<file path="src/rtl/mem_arb_pkg.sv">
// Shared types and defaults for the unified-memory arbiter.
package mem_arb_pkg;

  typedef enum logic [1:0] {
    IDLE = 2'd0,
    WAIT = 2'd1,
    RESP = 2'd2
  } state_e;

  typedef enum logic {
    FETCH = 1'b0,
    DATA  = 1'b1
  } owner_e;

  localparam int DEF_STARVE_LIM = 4;
  localparam int DEF_TIMEOUT    = 64;

endpackage

</file>
<file path="src/rtl/arb_sat_counter.sv">
// Saturating up-counter with synchronous clear; flags when the limit is held.
module arb_sat_counter #(
  parameter int LIM = 4
) (
  input  logic clk,
  input  logic rst,
  input  logic clr,
  input  logic inc,
  output logic at_lim
);

  localparam int W = (LIM < 1) ? 1 : $clog2(LIM + 1);

  logic [W-1:0] cnt_q;

  always_ff @(posedge clk or negedge rst) begin
    if (!rst) begin
      cnt_q <= '0;
    end else if (clr) begin
      cnt_q <= '0;
    end else if (inc && (cnt_q != W'(LIM))) begin
      cnt_q <= cnt_q + 1'b1;
    end
  end

  assign at_lim = (cnt_q == W'(LIM));

endmodule

</file>
<file path="src/rtl/mem_arbiter.sv">
// Fetch/data arbiter for a single-port unified memory with starvation guard and timeout flag.
// Optional stall counters are built when MEM_ARB_PERF_CNT_EN is defined.
module mem_arbiter
  import mem_arb_pkg::*;
#(
  parameter int ADDR_W     = 8,
  parameter int STARVE_LIM = DEF_STARVE_LIM,
  parameter int TIMEOUT    = DEF_TIMEOUT
) (
  input  logic              clk,
  input  logic              rst,
  input  logic              if_req_i,
  input  logic [ADDR_W-1:0] if_addr_i,
  output logic              if_gnt_o,
  output logic              if_rvalid_o,
  output logic [31:0]       if_rdata_o,
  input  logic              d_req_i,
  input  logic              d_we_i,
  input  logic [ADDR_W-1:0] d_addr_i,
  input  logic [31:0]       d_wdata_i,
  output logic              d_gnt_o,
  output logic              d_rvalid_o,
  output logic [31:0]       d_rdata_o,
  output logic              mem_req_o,
  output logic              mem_we_o,
  output logic [ADDR_W-3:0] mem_addr_o,
  output logic [31:0]       mem_wdata_o,
  input  logic              mem_ack_i,
  input  logic [31:0]       mem_rdata_i,
  output logic              busy_o,
  output logic              err_o
`ifdef MEM_ARB_PERF_CNT_EN
  ,
  output logic [31:0]       if_stall_cnt_o,
  output logic [31:0]       d_stall_cnt_o
`endif
);

  // state | meaning
  // IDLE  | no transaction; arbitrate and grant
  // WAIT  | mem_req_o held until mem_ack_i
  // RESP  | owner's rvalid pulse

  state_e              state_q, state_d;
  owner_e              owner_q;
  logic [ADDR_W-3:0]   addr_q;
  logic                we_q;
  logic [31:0]         wdata_q;
  logic [31:0]         if_rdata_q, d_rdata_q;
  logic                if_rvalid_q, d_rvalid_q;
  logic                err_q;
  logic                if_gnt, d_gnt, mem_req;
  logic                starve_at_lim, to_at_lim;
  logic                unused_addr_lsb;

  assign unused_addr_lsb = ^{if_addr_i[1:0], d_addr_i[1:0]};

  always_ff @(posedge clk or negedge rst) begin
    if (!rst) state_q <= IDLE;
    else      state_q <= state_d;
  end

  always_comb begin
    state_d = state_q;
    if_gnt  = 1'b0;
    d_gnt   = 1'b0;
    mem_req = 1'b0;
    case (state_q)
      IDLE: begin
        if (d_req_i && !(if_req_i && starve_at_lim)) begin
          d_gnt   = 1'b1;
          state_d = WAIT;
        end else if (if_req_i) begin
          if_gnt  = 1'b1;
          state_d = WAIT;
        end
      end
      WAIT: begin
        mem_req = 1'b1;
        if (mem_ack_i) state_d = RESP;
      end
      RESP:    state_d = IDLE;
      default: state_d = IDLE;
    endcase
  end

  // Counts data grants won while fetch was waiting; at the limit fetch goes first.
  arb_sat_counter #(.LIM(STARVE_LIM)) u_starve_cnt (
    .clk    (clk),
    .rst    (rst),
    .clr    ((state_q == IDLE) && (if_gnt || !if_req_i)),
    .inc    (d_gnt && if_req_i),
    .at_lim (starve_at_lim)
  );

  // Counting starts on the grant edge, so the count equals the WAIT cycle index.
  arb_sat_counter #(.LIM(TIMEOUT - 1)) u_timeout_cnt (
    .clk    (clk),
    .rst    (rst),
    .clr    (state_d != WAIT),
    .inc    (state_d == WAIT),
    .at_lim (to_at_lim)
  );

  always_ff @(posedge clk or negedge rst) begin
    if (!rst) begin
      owner_q     <= FETCH;
      addr_q      <= '0;
      we_q        <= 1'b0;
      wdata_q     <= '0;
      if_rdata_q  <= '0;
      d_rdata_q   <= '0;
      if_rvalid_q <= 1'b0;
      d_rvalid_q  <= 1'b0;
      err_q       <= 1'b0;
    end else begin
      if_rvalid_q <= 1'b0;
      d_rvalid_q  <= 1'b0;
      if (d_gnt) begin
        owner_q <= DATA;
        addr_q  <= d_addr_i[ADDR_W-1:2];
        we_q    <= d_we_i;
        wdata_q <= d_wdata_i;
      end else if (if_gnt) begin
        owner_q <= FETCH;
        addr_q  <= if_addr_i[ADDR_W-1:2];
        we_q    <= 1'b0;
        wdata_q <= '0;
      end
      if ((state_q == WAIT) && mem_ack_i) begin
        if (owner_q == DATA) begin
          d_rvalid_q <= 1'b1;
          d_rdata_q  <= we_q ? 32'h0 : mem_rdata_i;
        end else begin
          if_rvalid_q <= 1'b1;
          if_rdata_q  <= mem_rdata_i;
        end
      end
      if ((state_q == WAIT) && !mem_ack_i && to_at_lim) err_q <= 1'b1;
    end
  end

  assign if_gnt_o    = if_gnt;
  assign d_gnt_o     = d_gnt;
  assign if_rvalid_o = if_rvalid_q;
  assign d_rvalid_o  = d_rvalid_q;
  assign if_rdata_o  = if_rdata_q;
  assign d_rdata_o   = d_rdata_q;
  assign mem_req_o   = mem_req;
  assign mem_we_o    = we_q;
  assign mem_addr_o  = addr_q;
  assign mem_wdata_o = wdata_q;
  assign busy_o      = (state_q != IDLE);
  assign err_o       = err_q;

`ifdef MEM_ARB_PERF_CNT_EN
  logic [31:0] if_stall_q, d_stall_q;

  always_ff @(posedge clk or negedge rst) begin
    if (!rst) begin
      if_stall_q <= '0;
      d_stall_q  <= '0;
    end else begin
      if (if_req_i && !if_rvalid_q) if_stall_q <= if_stall_q + 32'd1;
      if (d_req_i && !d_rvalid_q)   d_stall_q  <= d_stall_q + 32'd1;
    end
  end

  assign if_stall_cnt_o = if_stall_q;
  assign d_stall_cnt_o  = d_stall_q;
`endif

endmodule

</file>
<file path="config.mk">
export PLATFORM = sky130hd
export DESIGN_NAME = mem_arbiter
export DESIGN_NICKNAME = d
export VERILOG_FILES = /design/src/rtl/mem_arb_pkg.sv /design/src/rtl/arb_sat_counter.sv /design/src/rtl/mem_arbiter.sv
export SDC_FILE = /design/constraint.sdc
export NUM_CORES = 1
export LEC_CHECK = 0
export CELL_PAD_IN_SITES_DETAIL_PLACEMENT = 0
export CELL_PAD_IN_SITES_GLOBAL_PLACEMENT = 1
export CORE_AREA = 5 5 133 135
export CTS_CLUSTER_SIZE = 10
export DETAILED_ROUTE_END_ITERATION = 12
export DIE_AREA = 0 0 138 140
export HOLD_SLACK_MARGIN = 0.08
export PLACE_DENSITY = 0.79
export SLEW_MARGIN = 20
export SYNTH_ARGS = -nofsm -noshare
export SYNTH_HDL_FRONTEND = slang
export SYNTH_HIERARCHICAL = 1
export SYNTH_SLANG_ARGS = --single-unit
</file>
<file path="constraint.sdc">
create_clock -name clk -period 2.05 [get_ports clk]
set_input_delay 0.3075 -clock clk [delete_from_list [all_inputs] [get_ports clk]]
set_output_delay 0.3075 -clock clk [all_outputs]
set_load 0.05 [all_outputs]
</file>
Fig. 1: local utilization
Scale: 3 px per um. The die is cut into 14 by 14 equal tiles; white is low, dark blue is high, 0 to 100% covered.
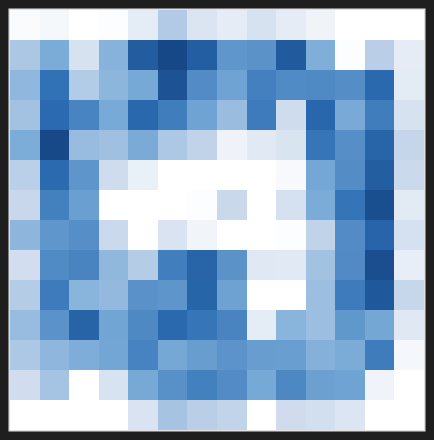
- emptiest ninth of the die: centre
- tiles over 75% full: 11%
- nearly empty tiles: 15%
- fullest tile: 90%
- mean over tiles: 39%

Fig. 2: routed metal, one colour a layer
Scale: 3 px per um.
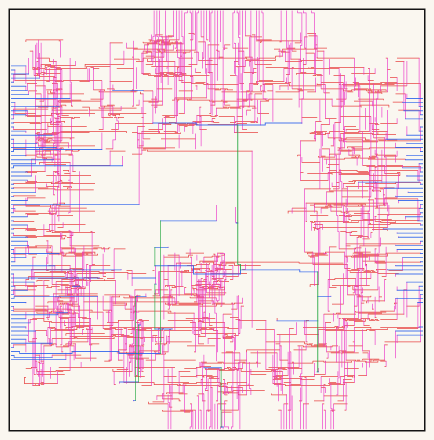
- metal 1: red (wire length 5,650 um)
- metal 4: green (wire length 221 um)
- metal 3: blue (wire length 1,110 um)
- metal 2: magenta (wire length 5,950 um)

Fig. 3: clock nets
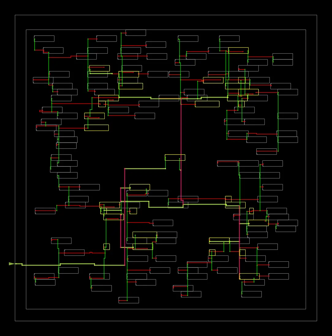
clock sink total: 118
Clock Power: 3260 uW
clock buffer count: 17

Fig. 4: sequential cells grouped by signal name
Scale: 3 px per um. Other sequential cells in the stronger grey, the rest of the logic in the fainter grey.
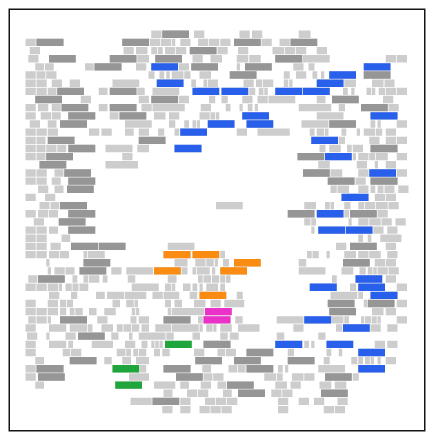
- d_rdata_o: blue (flops 32)
- u_starve_cnt/cnt_q: green (flops 3)
- state_q: magenta (flops 2)
- u_timeout_cnt/cnt_q: orange (flops 6; where centre)
- not coloured: 75

Fig. 5: M4 wires
Scale: 4 px per um. Supply wires on this layer in grey. Cells faint in the background.
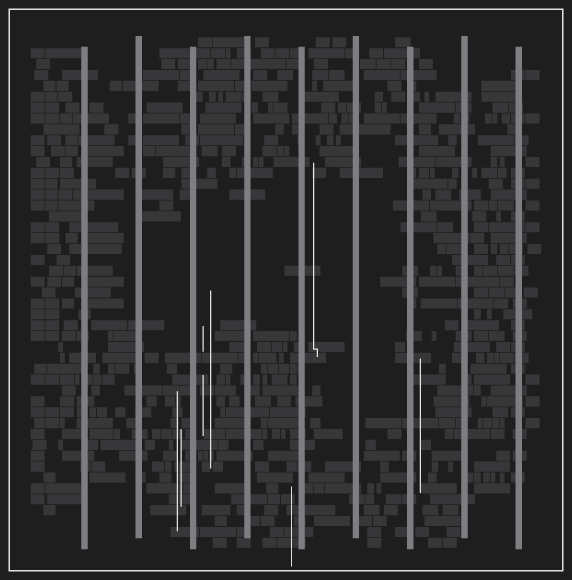
- longest straight run: 46.5 um
- wire length on this layer: 221 um
- share of all routed wire: 1.7%

==> results.cfg <==
; synthesis and place-and-route metrics
[finish]
n_antenna_cell = 0
n_fill_cell = 1508
fin_cells = 831

[synthesis]
top_area_cell = dfrtp_1
netlist_area_sq_um = 4825
synth_flops = 118
mux_area_share_pct = 8.506
ys_cells = 391
ys_types = 40
synth-simple-area-share_pct = 11.85

[pwr]
p_leak_uw = 0.003374
swShare_pct = 44.87
cellPowerDensity_nw_per_um2 = 1983
p_sw_uw = 6955
ir_drop_mv = 0.9597

[clock_tree]
worstSkewPairLatency_ns = 0.41
clockBufferDepth = 2

[sta]
fin_crit_ns = 1.968

[grt]
grt.busiest_layer = met2
grt_use_met1_pct = 17.13
grt_start_max_net_pins = 67
track_usage_pct = 13.66
grt_pass1_wl_um = 21400

[floorplan]
io_pins = 196
die-area_sq_um = 19320
rows = 47

[detailed_routing]
wl_per_cell_um = 15.57

[critical_path]
crit_top_cell = inv_2
max_stage_delay_ns = 0.40

[min_path]
min_path_type = input pin to async pin

[placement]
placed_area_sq_um = 7107

[status]
outcome = complete, no violations

[job]
tool_warnings = 32
-- registers in the layout, summed over array words and instances, names as in the netlist --
register and cells:
mem_addr_o 6, d_rvalid_o 1, u_timeout_cnt/cnt_q 6, if_rvalid_o 1, if_rdata_o 32, mem_we_o 1
d_rdata_o 32, owner_q 1, u_starve_cnt/cnt_q 3, state_q 2, err_o 1, mem_wdata_o 32
-- final cells by class --
cell class	count	area, sq um	share of cell area (%)
clock buffer	17	425.4	5.444
clock inverter	15	226.5	2.898
inverter	15	61.31	0.7846
multi-input combinational	235	1757	22.48
sequential	118	2953	37.79
tap	220	275.3	3.523
timing repair buffer	211	2116	27.08
-- cell families after synthesis --
logic type / after synthesis
AND-OR/OR-AND: 94
adder cells (fa/ha/maj): 3
buffers and inverters: 38
flip-flops: 118
multiplexers: 36
AND/OR/NAND/NOR: 102
-- power groups by stage --
stage               logic (uW)  clock network [uW]  registers (uW)
floorplan                 1990                   0            7350
global placement          8160                   0            3970
detailed placement        8260                   0            3980
CTS                       8330                3350            3980
global route              8660                3460            4120
finish                    8270                3260            3970
-- placed cells by master (no fill, tap or decap), drive strengths merged, types with 2 or more instances in the layout --
cell	instances
nand2b	37
o21ai	41
nor2b	2
clkdlybuf4s50	185
a21boi	2
a22o	33
clkinvlp	6
mux2	34
ha	3
nand2	35
and2	4
nor2	7
nand4	7
bufinv	5
mux2i	2
a21o	2
clkbuf	17
inv	16
and4b	2
buf	25
a21oi	5
dfrtp	118
a211oi	2
clkinv	3
and3	2
nor3	2
o311ai	6
-- routing by layer --
| metal | up-vias | routed length [um] | share of wire, % |
|---|---|---|---|
| li1 | 1799 | - | - |
| met1 | 1821 | 5646 | 44 |
| met2 | 153 | 5954 | 46 |
| met3 | 19 | 1113 | 8.6 |
| met4 | 0 | 221 | 1.7 |
| met5 | - | 0 | 0 |
-- worst max-delay path by stage --
stage                                          to  cells after the start
2_1_floorplan   u_starve_cnt/cnt_q[0]$_DFFE_PN0P_                     10
3_3_place_gp   u_timeout_cnt/cnt_q[4]$_DFFE_PN0P_                      6
3_5_place_dp   u_timeout_cnt/cnt_q[5]$_DFFE_PN0P_                      6
4_1_cts                                  if_gnt_o                      6
5_1_grt                                   d_gnt_o                      6
6_report                                 if_gnt_o                      6
-- stage by stage --
stage	power (uW)	util (%)
final	15500	47.80
after global routing	16240	47.80
after CTS	15660	47.70
after detailed placement	12240	43.47
after global placement	12130	43.47
after floorplan	9341	-
-- what timing repair did --
action | in CTS | in global routing
gates resized | 5 | 2
pin swaps | 2 | 3
setup buffers | 3 | 2
setup endpoints to repair | 2 | 2
hold endpoints to repair | 33 | 0
hold buffers | 1 | 0
No activity file was given, so power comes from the tool's default toggle rates.
